[config.mk]
export PLATFORM = sky130hd
export DESIGN_NAME = bcd_subtractor_seq
export DESIGN_NICKNAME = d
export VERILOG_FILES = /design/src/rtl/calc_pkg.sv /design/src/rtl/bcd_digit_sub.sv /design/src/rtl/bcd_subtractor_seq.sv
export SDC_FILE = /design/constraint.sdc
export NUM_CORES = 1
export LEC_CHECK = 0
export ABC_CLOCK_PERIOD_IN_PS = 4000
export CORE_ASPECT_RATIO = 0.75
export CORE_MARGIN = 5
export CORE_UTILIZATION = 35
export DETAILED_ROUTE_END_ITERATION = 10
export HOLD_SLACK_MARGIN = 0.12
export MAX_ROUTING_LAYER = met4
export SYNTH_ARGS = -nofsm -noshare
export SYNTH_HDL_FRONTEND = slang
export SYNTH_SLANG_ARGS = --single-unit
[constraint.sdc]
create_clock -name i_clk -period 4 [get_ports i_clk]
set_clock_uncertainty 0.2 [all_clocks]
set_input_delay 0.8 -clock i_clk [delete_from_list [all_inputs] [get_ports i_clk]]
set_output_delay 0.8 -clock i_clk [all_outputs]
set_load 0.01 [all_outputs]
[src/rtl/calc_pkg.sv]
// rtl/calc_pkg.sv - shared BCD constants and calculator FSM state encoding
package calc_pkg;

    localparam int BCD_DIGIT_W = 4;
    localparam int BCD_RADIX   = 10;

    typedef enum logic [1:0] {
        ST_IDLE = 2'd0,
        ST_SUB  = 2'd1,
        ST_NEG  = 2'd2,
        ST_DONE = 2'd3
    } calc_state_t;

endpackage

[src/rtl/bcd_digit_sub.sv]
// rtl/bcd_digit_sub.sv - single BCD digit subtractor with borrow in/out
module bcd_digit_sub
    import calc_pkg::*;
(
    input  logic [BCD_DIGIT_W-1:0] a,
    input  logic [BCD_DIGIT_W-1:0] b,
    input  logic                   bin,
    output logic [BCD_DIGIT_W-1:0] d,
    output logic                   bout,
    output logic                   invalid
);

    // Five signed bits hold a - b - bin for any nibble inputs (-16..15).
    logic signed [BCD_DIGIT_W:0] diff;
    logic signed [BCD_DIGIT_W:0] diff_adj;

    // Subtract, then fold a negative difference back into 0..9 with a borrow.
    always_comb begin
        diff     = $signed({1'b0, a}) - $signed({1'b0, b}) - $signed({{BCD_DIGIT_W{1'b0}}, bin});
        diff_adj = diff + $signed((BCD_DIGIT_W+1)'(BCD_RADIX));
        if (diff < 0) begin
            d    = diff_adj[BCD_DIGIT_W-1:0];
            bout = 1'b1;
        end else begin
            d    = diff[BCD_DIGIT_W-1:0];
            bout = 1'b0;
        end
        invalid = (a > 4'd9) | (b > 4'd9);
    end

endmodule

[src/rtl/bcd_subtractor_seq.sv]
// rtl/bcd_subtractor_seq.sv - digit-serial BCD magnitude subtractor with sign flag
module bcd_subtractor_seq
    import calc_pkg::*;
#(
    parameter int NUM_DIGITS = 4
) (
    input  logic                              i_clk,
    input  logic                              i_rst_n,
    input  logic                              i_start,
    input  logic [NUM_DIGITS*BCD_DIGIT_W-1:0] i_num_a,
    input  logic [NUM_DIGITS*BCD_DIGIT_W-1:0] i_num_b,
    output logic                              o_busy,
    output logic                              o_done,
    output logic [NUM_DIGITS*BCD_DIGIT_W-1:0] o_num,
    output logic                              o_neg,
    output logic                              o_err
);

    localparam int W     = NUM_DIGITS * BCD_DIGIT_W;
    localparam int IDX_W = (NUM_DIGITS > 1) ? $clog2(NUM_DIGITS) : 1;

    calc_state_t            state;
    logic [W-1:0]           a_sh;
    logic [W-1:0]           b_sh;
    logic [W-1:0]           res_sh;
    logic [IDX_W-1:0]       idx;
    logic                   borrow;
    logic                   err;
    logic                   neg_run;

    logic [BCD_DIGIT_W-1:0] du_a;
    logic [BCD_DIGIT_W-1:0] du_b;
    logic [BCD_DIGIT_W-1:0] du_d;
    logic                   du_bout;
    logic                   du_inv;
    logic                   last_digit;

    // The NEG pass reuses the digit unit as 0 - result LSD to form the ten's complement.
    always_comb begin
        du_a       = (state == ST_NEG) ? '0 : a_sh[BCD_DIGIT_W-1:0];
        du_b       = (state == ST_NEG) ? res_sh[BCD_DIGIT_W-1:0] : b_sh[BCD_DIGIT_W-1:0];
        last_digit = (idx == IDX_W'(NUM_DIGITS - 1));
    end

    bcd_digit_sub u_digit (
        .a       (du_a),
        .b       (du_b),
        .bin     (borrow),
        .d       (du_d),
        .bout    (du_bout),
        .invalid (du_inv)
    );

    // Control FSM: accept, subtract LSD first, optionally negate, then publish the result.
    always_ff @(posedge i_clk) begin
        if (!i_rst_n) begin
            state   <= ST_IDLE;
            a_sh    <= '0;
            b_sh    <= '0;
            res_sh  <= '0;
            idx     <= '0;
            borrow  <= 1'b0;
            err     <= 1'b0;
            neg_run <= 1'b0;
            o_busy  <= 1'b0;
            o_done  <= 1'b0;
            o_num   <= '0;
            o_neg   <= 1'b0;
            o_err   <= 1'b0;
        end else begin
            o_done <= 1'b0;
            case (state)
                ST_IDLE: begin
                    if (i_start) begin
                        a_sh    <= i_num_a;
                        b_sh    <= i_num_b;
                        borrow  <= 1'b0;
                        idx     <= '0;
                        err     <= 1'b0;
                        neg_run <= 1'b0;
                        o_busy  <= 1'b1;
                        state   <= ST_SUB;
                    end
                end
                ST_SUB: begin
                    res_sh <= {du_d, res_sh[W-1:BCD_DIGIT_W]};
                    a_sh   <= a_sh >> BCD_DIGIT_W;
                    b_sh   <= b_sh >> BCD_DIGIT_W;
                    err    <= err | du_inv;
                    borrow <= du_bout;
                    idx    <= idx + 1'b1;
                    if (last_digit) begin
                        if (du_bout && !(err || du_inv)) begin
                            state   <= ST_NEG;
                            idx     <= '0;
                            borrow  <= 1'b0;
                            neg_run <= 1'b1;
                        end else begin
                            state <= ST_DONE;
                        end
                    end
                end
                ST_NEG: begin
                    res_sh <= {du_d, res_sh[W-1:BCD_DIGIT_W]};
                    borrow <= du_bout;
                    idx    <= idx + 1'b1;
                    if (last_digit) begin
                        state <= ST_DONE;
                    end
                end
                ST_DONE: begin
                    o_done <= 1'b1;
                    o_busy <= 1'b0;
                    o_num  <= err ? '0 : res_sh;
                    o_neg  <= neg_run && !err;
                    o_err  <= err;
                    state  <= ST_IDLE;
                end
                default: state <= ST_IDLE;
            endcase
        end
    end

endmodule

run_1/floorplan.png
The bar under the picture is 50 um long. Pins as bars on the die edge. Tap cells in gray.
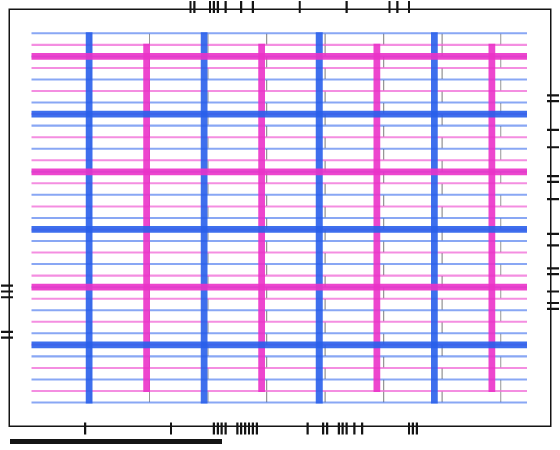
| color | net |
|---|---|
| magenta | VDD |
| blue | VSS |
signal pins: 55
met5 straps: 6
rows: 32
tap cells: 136
horizontal extent of the die: 127 um
core region area: 10200 um2
Die Y: 98.0 um

run_1/class_map.png
Fill, decap, tap and diode cells in gray.
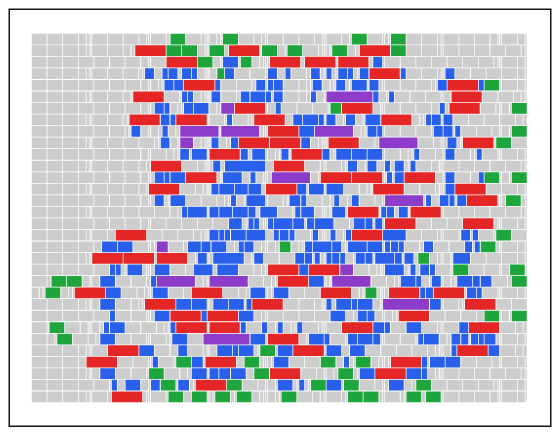
| color | class | cells | share of their area |
|---|---|---|---|
| purple | clock drivers and dummy loads | 16 | 7.9% |
| blue | remaining logic cells | 294 | 45% |
| green | remaining buffers and delay cells | 59 | 13% |
| red | registers | 75 | 34% |
sequential share of cell area: 32.7%
final core utilization: 45.2%
std cell rows: 32
summed area of non-filler cells in the final layout: 4590 um2

run_1/route_heat.png
The die is cut into 25 by 20 equal tiles; dark blue is low, red is high, scaled to the fullest tile. Values are wire area over tile area, all layers added.
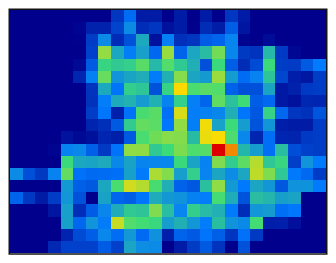
tiles over half the peak: 11%
fullest tile: 0.46
emptiest ninth of the die: north-west
aggregate routed wire length: 7900 um
GRT Total Usage: 13.7%
total via count in the routed design: 2731
detailed-route wire length per cell: 13.6 um

==> Implementation_results.wiki, run 1 <==
=== Physical design figures ===
{| class="wikitable"
! Metric !! Value
|-
| Die Size || 12500 um2
|-
| Comb area leader || simple AND/OR/NAND/NOR gates
|-
| Count of unresolved DRC violations after routing || 0
|-
| Count of plain and timing-repair buffers in the layout || 59
|-
| Count of unique library cells instantiated by Yosys || 37
|-
| Standard cell with the maximum stage delay on the critical path || sky130_fd_sc_hd__fa_1
|-
| Uppermost layer routed || met4
|-
| Clock Latency Late Sink || 0.33 ns
|-
| Data required time at the worst endpoint || 4.02 ns
|-
| Pint || 2300 uW
|-
| Share of post-route cells with drive strength above 1 || 7.43%
|-
| Max incr delay on CP || 0.44 ns
|-
| Largest type area fraction || 41.6%
|-
| Total stage count of the critical path || 13
|-
| Clk. pwr || 936 uW
|-
| Setup crit start || state[0]$_SDFFE_PN0P_
|-
| Detailed-router iteration count before antenna repair || 5
|-
| Area after detailed placement || 4250 um2
|-
| Top Layout Cells || 75 x sky130_fd_sc_hd__dfxtp_1, 54 x sky130_fd_sc_hd__nand2_1, 53 x sky130_fd_sc_hd__clkdlybuf4s50_1
|-
| Clock network fraction of design power || 25.8%
|-
| Max-cap viol count || 0
|-
| Busiest layer in global routing || met2
|-
| Startpoint types || flip-flop
|-
| Switching part of the total || 36.5%
|-
| Critical path data arrival time || 3.18 ns
|-
| Seq pwr share || 30.0%
|-
| Critical register-to-register path endpoint || idx[0]$_SDFFE_PN0P_
|-
| Combinational fraction of the cell area || 41.4%
|-
| Gate Count Post-Synth || 396
|-
| Tally of buffers added on design ports || 54
|-
| Placed wire-length estimate || 5520 um
|-
| Max-slew violation total from the final report || 0
|-
| Met3 wire length || 323 um
|-
| Number of buffers inserted by post-CTS setup repair || 0
|-
| Period Utilization, post-route || 79.0%
|-
| Average size of a mapped cell || 9.12 um2
|-
| Minimum clock period after layout || 3.16 ns
|-
| Met3 layer usage reported by global route || 3.50%
|-
| Met2 track demand over resource || 20.6%
|-
| Resize count post-CTS || 0
|-
| Total of endpoints with negative setup slack in the final report || 0
|-
| Share of synthesized cell area in and, or, nand and nor gates || 17.6%
|-
| Number of buffers inserted during clock tree synthesis || 9
|-
| Most frequent logic cell in the layout || sky130_fd_sc_hd__dfxtp_1
|-
| Power of the combinational group || 1600 uW
|-
| Vias in the first global route || 2783
|-
| Cell types occupying the most area after synthesis || sky130_fd_sc_hd__dfxtp_1 42%, sky130_fd_sc_hd__mux2i_1 12%, sky130_fd_sc_hd__o211a_1 6.7%
|-
| Top cells by instance count after synthesis || 75 x sky130_fd_sc_hd__dfxtp_1, 54 x sky130_fd_sc_hd__nand2_1, 42 x sky130_fd_sc_hd__mux2i_1, 27 x sky130_fd_sc_hd__and2_1, 25 x sky130_fd_sc_hd__inv_1
|-
| Final total power || 3620 uW
|-
| Static Leak || 0.00193 uW
|-
| Buffering stage count on the worst path with inverters included || 2
|-
| Hold slack final || 0.291 ns
|-
| Registers || 75
|-
| Peak fanout along the critical path || 5
|-
| Post-synthesis adder-cell area fraction || 4.36%
|-
| Pin slew with the least headroom to its limit || 1.18 ns
|-
| Combinational gates || 268
|-
| Post-synthesis cell type with the largest instance count || sky130_fd_sc_hd__dfxtp_1
|-
| Count of placed standard cells including taps || 564
|-
| Non-Clock Buffer Area Fraction || 12.5%
|-
| Number of nets in the synthesized netlist || 443
|-
| Post-synth ARST share || 0%
|-
| RSZ-0062 raised after global routing || false
|-
| CTS tree || built
|-
| Power share of the combinational group || 44.1%
|-
| Depth of the most critical reg-to-reg path || 13
|-
| Cell count of the worst hold path || 2
|-
| Result of the run || finished clean
|-
| Yosys synthesis chip area || 3610 um2
|-
| Number of enable flip-flop cells || 0
|-
| Total Negative Setup Slacks || 0 ns
|-
| CP top delay family || adder cells
|-
| Compound Share, Synth || 17.5%
|-
| Number of H-tree branching levels || 3
|-
| Post-CTS Hold Buffers || 0
|-
| FP Core Util || 35.5%
|-
| Number of standard cells reported by yosys || 396
|-
| Number of antenna violations at the first check in global routing || 0
|-
| Post-Place Setup Slack || 0.839 ns
|-
| HP Start || idx[0]$_SDFFE_PN0P_
|-
| Remaining antenna violation count after routing || 0
|-
| Areal power density over the cells || 789 nW/um2
|-
| Multiplexer fraction of the synthesized cell area || 12.0%
|-
| Worst flop-to-flop path startpoint || state[0]$_SDFFE_PN0P_
|-
| Maximum buffer depth of the clock tree || 2
|-
| Maximum number of pins on one net before global-route repair || 49
|-
| Number of design-rule violations left by the first detailed-router iteration || 199
|-
| Number of clock sinks || 75
|-
| Switching pwr || 1320 uW
|-
| Largest area contributor in the synthesized netlist || sky130_fd_sc_hd__dfxtp_1
|-
| Cell area after synthesis || 3610 um2
|-
| Warnings, synthesis || 0
|-
| Overflow left after global routing || 0
|-
| Filler cell count || 992
|-
| Inverter count of the layout excluding clock inverters || 26
|-
| Fin cells || 580
|-
| Clk tree area frac || 7.60%
|-
| Worst Hold Class || reg2reg
|-
| Worst path cell trace || inv_1 -> ha_1 -> mux2i_1 -> xnor2_1 -> ha_1 -> or2_2 -> inv_1 -> fa_1 -> and3b_1 -> a2bb2oi_4 -> o31ai_2 -> a211o_1 -> a21boi_2
|-
| Reg area || 1500 um2
|-
| Via density per instance || 4.71
|-
| Synth-to-Final Area Change || 27.2%
|-
| Capturing element type of the critical path || flip-flop
|-
| Top class by area || logic gates
|-
| Slack of the worst reg-to-reg path || 0.84 ns
|-
| Largest power group || combinational cells
|-
| Count of boundary I/O pins || 55
|-
| Final nets || 486
|-
| Area taken by multi-input logic gates || 1900 um2
|-
| Hold Path Sink || idx[0]$_SDFFE_PN0P_
|-
| Type of the worst setup path || reg2reg
|-
| Post-synth regs || 75
|-
| Least setup slack across all paths after layout || 0.838 ns
|-
| OpenROAD warning count || 29
|-
| Fraction of met1 tracks used by global routing || 18.3%
|-
| Antenna fix cells || 0
|-
| Worst max-slew margin expressed relative to the limit || 21.2%
|-
| Met2 wire length || 3460 um
|-
| # clk buffers || 9
|-
| Number of hold-slack violations in the final timing report || 0
|-
| Clk pin slew, worst setup/hold paths || 0.06 ns
|-
| Seq. pwr || 1090 uW
|-
| Weighted congestion at the end of routability-driven global placement || 0.789
|-
| Maximum clock rate || 316 MHz
|-
| Most instantiated flip-flop cell in the synthesis netlist || sky130_fd_sc_hd__dfxtp_1
|-
| Tap cell count || 136
|-
| Global-route wire length before repair || 13700 um
|-
| Endpoint of the worst setup timing path || idx[0]$_SDFFE_PN0P_
|-
| Metal-1 WL || 4010 um
|-
| Worst vdd ir || 0.258 mV
|-
| Xor and xnor fraction of the mapped netlist area || 1.21%
|-
| Root Buffer Master || sky130_fd_sc_hd__clkbuf_16
|-
| Sequential fraction of the synthesis area || 41.6%
|}
run_1/placed.png
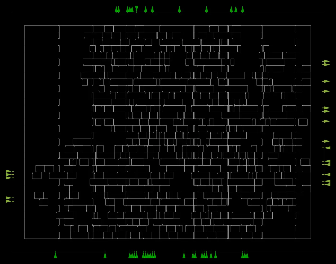

--- run 2 (diff from run 1) ---
ABC_CLOCK_PERIOD_IN_PS = 2900   (was 4000)
clock period = 2.9 ns   (was 4 ns; I/O delays follow)
run_2/placed.png
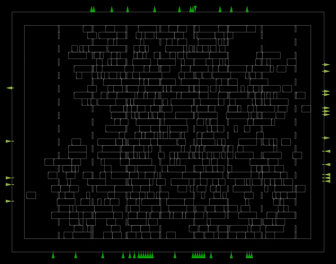
registers: 75
filler cell count: 992

==> run 2 against run 1 <==
Effect of this change:
- setup slack got worse by 0.79 ns
- via count rose by 2.1%
- clock-buffer cell count increased by 1
- combinational power is 61% higher
- power rose by 40%
- flip-flop count is the same
==> Implementation_results.wiki, run 2 <==
=== Physical design figures ===
{| class="wikitable"
! Metric !! Value
|-
| Number of design-rule violations left by the first detailed-router iteration || 181
|-
| Top Layout Cells || 74 x sky130_fd_sc_hd__dfxtp_1, 54 x sky130_fd_sc_hd__nand2_1, 53 x sky130_fd_sc_hd__clkdlybuf4s50_1
|-
| Met3 wire length || 320 um
|-
| Capturing element type of the critical path || flip-flop
|-
| Non-Clock Buffer Area Fraction || 14.5%
|-
| Number of enable flip-flop cells || 0
|-
| Synth-to-Final Area Change || 29.6%
|-
| Maximum number of pins on one net before global-route repair || 76
|-
| Worst max-slew margin expressed relative to the limit || 61.5%
|-
| Peak fanout along the critical path || 4
|-
| Worst Hold Class || reg2reg
|-
| Total via count in the routed design || 2789
|-
| Cell types occupying the most area after synthesis || sky130_fd_sc_hd__dfxtp_1 42%, sky130_fd_sc_hd__mux2i_1 12%, sky130_fd_sc_hd__o211a_1 6.7%
|-
| Startpoint types || flip-flop
|-
| OpenROAD warning count || 30
|-
| Root Buffer Master || sky130_fd_sc_hd__clkbuf_16
|-
| Die Y || 98.0 um
|-
| Period Utilization, post-route || 98.2%
|-
| Clock Latency Late Sink || 0.33 ns
|-
| Aggregate routed wire length || 7970 um
|-
| Antenna fix cells || 0
|-
| Combinational gates || 268
|-
| Count of unique library cells instantiated by Yosys || 37
|-
| Power of the combinational group || 2580 uW
|-
| Comb area leader || simple AND/OR/NAND/NOR gates
|-
| Slack of the worst reg-to-reg path || 0.05 ns
|-
| Fraction of met1 tracks used by global routing || 17.8%
|-
| Warnings, synthesis || 0
|-
| Clk. pwr || 1010 uW
|-
| Maximum clock rate || 351 MHz
|-
| Sequential share of cell area || 32.1%
|-
| Clk tree area frac || 5.80%
|-
| Number of clock sinks || 75
|-
| Switching pwr || 1920 uW
|-
| Inverter count of the layout excluding clock inverters || 26
|-
| Maximum buffer depth of the clock tree || 2
|-
| Result of the run || finished clean
|-
| Max incr delay on CP || 0.38 ns
|-
| Number of H-tree branching levels || 3
|-
| Uppermost layer routed || met4
|-
| Post-synth regs || 75
|-
| Vias in the first global route || 2732
|-
| Number of buffers inserted during clock tree synthesis || 9
|-
| Power share of the combinational group || 50.7%
|-
| Remaining antenna violation count after routing || 0
|-
| Top class by area || logic gates
|-
| Hold slack final || 0.298 ns
|-
| Worst flop-to-flop path startpoint || state[0]$_SDFFE_PN0P_
|-
| Detailed-router iteration count before antenna repair || 4
|-
| Area taken by multi-input logic gates || 1960 um2
|-
| Number of buffers inserted by post-CTS setup repair || 0
|-
| Final core utilization || 46.0%
|-
| Depth of the most critical reg-to-reg path || 13
|-
| Busiest layer in global routing || met2
|-
| Share of post-route cells with drive strength above 1 || 11.5%
|-
| Overflow left after global routing || 0
|-
| CP top delay family || adder cells
|-
| Number of nets in the synthesized netlist || 443
|-
| Buffering stage count on the worst path with inverters included || 2
|-
| Area after detailed placement || 4340 um2
|-
| Largest type area fraction || 41.6%
|-
| Count of plain and timing-repair buffers in the layout || 69
|-
| Met3 layer usage reported by global route || 4.37%
|-
| Data required time at the worst endpoint || 2.95 ns
|-
| Resize count post-CTS || 3
|-
| RSZ-0062 raised after global routing || true
|-
| Switching part of the total || 37.8%
|-
| Type of the worst setup path || reg2reg
|-
| Final total power || 5080 uW
|-
| Sequential fraction of the synthesis area || 41.6%
|-
| Top cells by instance count after synthesis || 75 x sky130_fd_sc_hd__dfxtp_1, 54 x sky130_fd_sc_hd__nand2_1, 42 x sky130_fd_sc_hd__mux2i_1, 27 x sky130_fd_sc_hd__and2_1, 25 x sky130_fd_sc_hd__inv_1
|-
| Tally of buffers added on design ports || 54
|-
| Post-synthesis adder-cell area fraction || 4.36%
|-
| GRT Total Usage || 13.4%
|-
| Static Leak || 0.00196 uW
|-
| Multiplexer fraction of the synthesized cell area || 12.0%
|-
| Metal-1 WL || 4030 um
|-
| Largest area contributor in the synthesized netlist || sky130_fd_sc_hd__dfxtp_1
|-
| Max-slew violation total from the final report || 0
|-
| Post-Place Setup Slack || -0.0118 ns
|-
| Detailed-route wire length per cell || 13.5 um
|-
| Die Size || 12500 um2
|-
| Total Negative Setup Slacks || 0 ns
|-
| Horizontal extent of the die || 127 um
|-
| # clk buffers || 10
|-
| Total of endpoints with negative setup slack in the final report || 0
|-
| Average size of a mapped cell || 9.12 um2
|-
| Most frequent logic cell in the layout || sky130_fd_sc_hd__dfxtp_1
|-
| Standard cell with the maximum stage delay on the critical path || sky130_fd_sc_hd__fa_2
|-
| Endpoint of the worst setup timing path || neg_run$_SDFFE_PN0P_
|-
| Max-cap viol count || 0
|-
| Count of boundary I/O pins || 55
|-
| Hold Path Sink || idx[0]$_SDFFE_PN0P_
|-
| Least setup slack across all paths after layout || 0.0527 ns
|-
| Core region area || 10200 um2
|-
| Pint || 3160 uW
|-
| Clock network fraction of design power || 19.8%
|-
| Std cell rows || 32
|-
| Cell count of the worst hold path || 2
|-
| Combinational fraction of the cell area || 41.9%
|-
| Post-synth ARST share || 0%
|-
| Met2 wire length || 3520 um
|-
| Count of placed standard cells including taps || 571
|-
| Final nets || 496
|-
| Gate Count Post-Synth || 396
|-
| Minimum clock period after layout || 2.85 ns
|-
| Pin slew with the least headroom to its limit || 0.578 ns
|-
| HP Start || idx[0]$_SDFFE_PN0P_
|}
run_2/floorplan.png
The bar under the picture is 50 um long. Pins as bars on the die edge. Tap cells in gray.
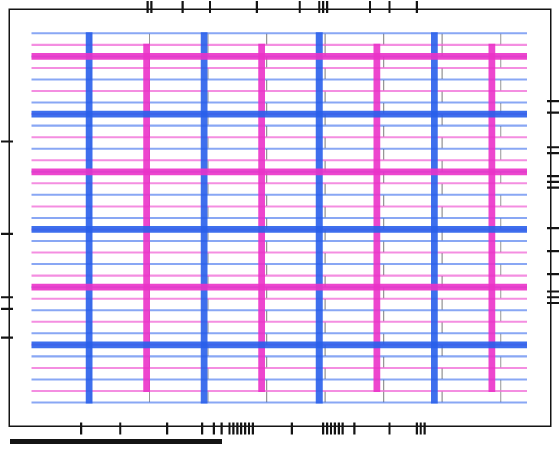
| color | net |
|---|---|
| blue | VSS |
| magenta | VDD |
signal pins: 55
met5 straps: 6
met1 rails: 33
worst vdd ir: 0.437 mV

run_2/class_map.png
Fill, decap, tap and diode cells in gray.
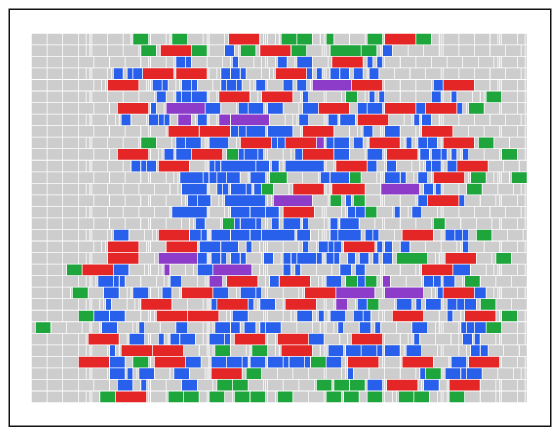

--- run 3 (diff from run 2) ---
CTS_BUF_LIST = sky130_fd_sc_hd__clkbuf_16   (was not set)
SETUP_SLACK_MARGIN = 0.05   (was not set)
TNS_END_PERCENT = 5   (was not set)
run_3/class_map.png
Fill, decap, tap and diode cells in gray.
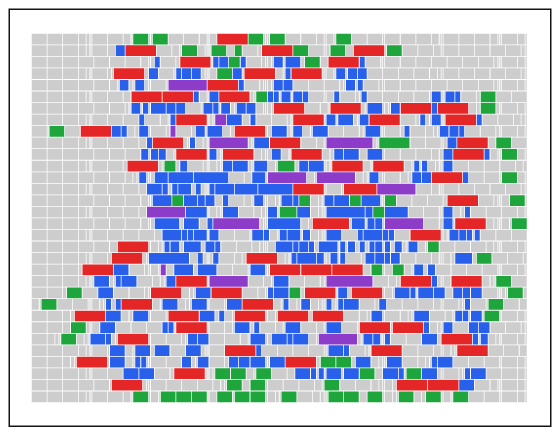
sequential share of cell area: 31.8%
summed area of non-filler cells in the final layout: 4740 um2

==> run 3 against run 2 <==
Effect of this change:
- power is 4.8% higher
- highest routed layer unchanged
- area after synthesis stayed put
- final cell count is 0.17% lower
- via count is 1.1% higher
- sequential share of layout area is 0.34 points lower
- first-iteration DRC count is 9.9% lower
- register-to-register slack hardly changed
- critical path depth stayed put
- hold slack worse by 0.0012 ns
- clock power is 23% higher
- clock-buffer cell count is 1 lower
==> Implementation_results.wiki, run 3 <==
=== Physical design figures ===
{| class="wikitable"
! Metric !! Value
|-
| Tally of buffers added on design ports || 54
|-
| Met3 layer usage reported by global route || 3.06%
|-
| Critical path data arrival time || 2.92 ns
|-
| Type of the worst setup path || reg2reg
|-
| Count of plain and timing-repair buffers in the layout || 69
|-
| Power of the combinational group || 2570 uW
|-
| RSZ-0062 raised after global routing || true
|-
| Areal power density over the cells || 1120 nW/um2
|-
| Resize count post-CTS || 4
|-
| Maximum number of pins on one net before global-route repair || 49
|-
| Depth of the most critical reg-to-reg path || 13
|-
| Seq. pwr || 1510 uW
|-
| Uppermost layer routed || met4
|-
| Fraction of met1 tracks used by global routing || 19.0%
|-
| Top Layout Cells || 73 x sky130_fd_sc_hd__dfxtp_1, 54 x sky130_fd_sc_hd__nand2_1, 53 x sky130_fd_sc_hd__clkdlybuf4s50_1
|-
| HP Start || a_sh[11]$_SDFFE_PN0P_
|-
| Pint || 3400 uW
|-
| Clock network fraction of design power || 23.3%
|-
| Weighted congestion at the end of routability-driven global placement || 0.814
|-
| Seq pwr share || 28.4%
|-
| CP top delay family || AND-OR/OR-AND gates
|-
| Gate Count Post-Synth || 396
|-
| Met2 wire length || 3520 um
|-
| Count of unresolved DRC violations after routing || 0
|-
| Final total power || 5320 uW
|-
| Share of synthesized cell area in and, or, nand and nor gates || 17.6%
|-
| Post-synth ARST share || 0%
|-
| Std cell rows || 32
|-
| Worst path cell trace || inv_2 -> ha_4 -> mux2i_4 -> xnor2_1 -> ha_2 -> or2_4 -> inv_2 -> fa_2 -> a21bo_4 -> a2bb2oi_4 -> o31ai_4 -> a211o_1 -> a21boi_2
|-
| Number of H-tree branching levels || 3
|-
| Non-Clock Buffer Area Fraction || 14.1%
|-
| Maximum buffer depth of the clock tree || 2
|-
| Busiest layer in global routing || met2
|-
| Xor and xnor fraction of the mapped netlist area || 1.21%
|-
| Average size of a mapped cell || 9.12 um2
|-
| Yosys synthesis chip area || 3610 um2
|-
| Least setup slack across all paths after layout || 0.0495 ns
|-
| Max-cap viol count || 0
|-
| Number of enable flip-flop cells || 0
|-
| Tap cell count || 136
|-
| Metal-1 WL || 4210 um
|-
| Largest area contributor in the synthesized netlist || sky130_fd_sc_hd__dfxtp_1
|-
| Remaining antenna violation count after routing || 0
|-
| Cell count of the worst hold path || 1
|-
| Fin cells || 589
|-
| Hold Path Sink || a_sh[11]$_SDFFE_PN0P_
|-
| Post-synthesis cell type with the largest instance count || sky130_fd_sc_hd__dfxtp_1
|-
| Detailed-route wire length per cell || 13.8 um
|-
| Warnings, synthesis || 0
|-
| Total of endpoints with negative setup slack in the final report || 0
|-
| Via density per instance || 4.79
|-
| Overflow left after global routing || 0
|-
| Maximum clock rate || 351 MHz
|-
| OpenROAD warning count || 31
|-
| Post-CTS Hold Buffers || 0
|-
| Largest power group || combinational cells
|-
| Top cells by instance count after synthesis || 75 x sky130_fd_sc_hd__dfxtp_1, 54 x sky130_fd_sc_hd__nand2_1, 42 x sky130_fd_sc_hd__mux2i_1, 27 x sky130_fd_sc_hd__and2_1, 25 x sky130_fd_sc_hd__inv_1
|-
| Max incr delay on CP || 0.35 ns
|-
| Top class by area || logic gates
|-
| Final core utilization || 46.7%
|-
| Aggregate routed wire length || 8100 um
|-
| Horizontal extent of the die || 127 um
|-
| Inverter count of the layout excluding clock inverters || 26
|-
| Number of design-rule violations left by the first detailed-router iteration || 163
|-
| Worst vdd ir || 0.452 mV
|-
| Placed wire-length estimate || 5590 um
|-
| Area after detailed placement || 4320 um2
|-
| Number of buffers inserted by post-CTS setup repair || 5
|-
| Post-Place Setup Slack || 0.00205 ns
|-
| Cell types occupying the most area after synthesis || sky130_fd_sc_hd__dfxtp_1 42%, sky130_fd_sc_hd__mux2i_1 12%, sky130_fd_sc_hd__o211a_1 6.7%
|-
| Setup crit start || state[0]$_SDFFE_PN0P_
|-
| Synth-to-Final Area Change || 31.3%
|-
| Registers || 75
|-
| Filler cell count || 976
|-
| Startpoint types || flip-flop
|-
| Worst flop-to-flop path startpoint || state[0]$_SDFFE_PN0P_
|-
| Count of placed standard cells including taps || 568
|-
| Buffering stage count on the worst path with inverters included || 2
|-
| Worst Hold Class || reg2reg
|-
| Antenna fix cells || 0
|-
| Reg area || 1510 um2
|-
| Data required time at the worst endpoint || 2.97 ns
|-
| Share of post-route cells with drive strength above 1 || 11.7%
|-
| Combinational gates || 268
|-
| Clock Latency Late Sink || 0.33 ns
|-
| Number of nets in the synthesized netlist || 443
|-
| Capturing element type of the critical path || flip-flop
|-
| Comb area leader || simple AND/OR/NAND/NOR gates
|-
| Cell area after synthesis || 3610 um2
|-
| CTS tree || built
|-
| Number of antenna violations at the first check in global routing || 0
|-
| Clk pin slew, worst setup/hold paths || 0.06 ns
|-
| Multiplexer fraction of the synthesized cell area || 12.0%
|-
| Die Size || 12500 um2
|-
| Minimum clock period after layout || 2.85 ns
|-
| Standard cell with the maximum stage delay on the critical path || sky130_fd_sc_hd__fa_2
|-
| Global-route wire length before repair || 13600 um
|-
| Clk. pwr || 1240 uW
|-
| Slack of the worst reg-to-reg path || 0.05 ns
|-
| Combinational fraction of the cell area || 41.6%
|-
| Root Buffer Master || sky130_fd_sc_hd__clkbuf_16
|-
| Core region area || 10200 um2
|-
| Met2 track demand over resource || 19.9%
|-
| Power share of the combinational group || 48.3%
|-
| Post-synthesis adder-cell area fraction || 4.36%
|-
| FP Core Util || 35.5%
|-
| Largest type area fraction || 41.6%
|-
| Vias in the first global route || 2758
|-
| Period Utilization, post-route || 98.3%
|-
| Number of clock sinks || 75
|-
| Most frequent logic cell in the layout || sky130_fd_sc_hd__dfxtp_1
|-
| Total Negative Setup Slacks || 0 ns
|-
| Max-slew violation total from the final report || 0
|-
| Endpoint of the worst setup timing path || idx[0]$_SDFFE_PN0P_
|-
| # clk buffers || 9
|-
| Pin slew with the least headroom to its limit || 0.590 ns
|-
| Switching part of the total || 36.1%
|-
| Sequential fraction of the synthesis area || 41.6%
|-
| Hold slack final || 0.297 ns
|-
| Count of boundary I/O pins || 55
|-
| Count of unique library cells instantiated by Yosys || 37
|-
| Compound Share, Synth || 17.5%
|-
| Final nets || 496
|-
| Area taken by multi-input logic gates || 1970 um2
|-
| Result of the run || finished clean
|-
| Number of standard cells reported by yosys || 396
|-
| Static Leak || 0.00198 uW
|-
| Detailed-router iteration count before antenna repair || 4
|-
| Peak fanout along the critical path || 4
|-
| Worst max-slew margin expressed relative to the limit || 60.7%
|-
| Number of hold-slack violations in the final timing report || 0
|-
| Post-synth regs || 75
|-
| Switching pwr || 1920 uW
|-
| Total stage count of the critical path || 13
|-
| Critical register-to-register path endpoint || idx[0]$_SDFFE_PN0P_
|-
| Clk tree area frac || 6.96%
|-
| Die Y || 98.0 um
|}
run_3/route_heat.png
The die is cut into 25 by 20 equal tiles; dark blue is low, red is high, scaled to the fullest tile. Values are wire area over tile area, all layers added.
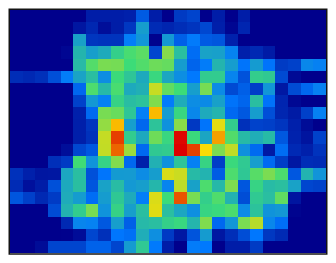
emptiest ninth of the die: north-east
nearly empty tiles: 25%
mean over tiles: 0.10
GRT Total Usage: 13.9%
total via count in the routed design: 2819

Power and IR drop assume default switching activity.
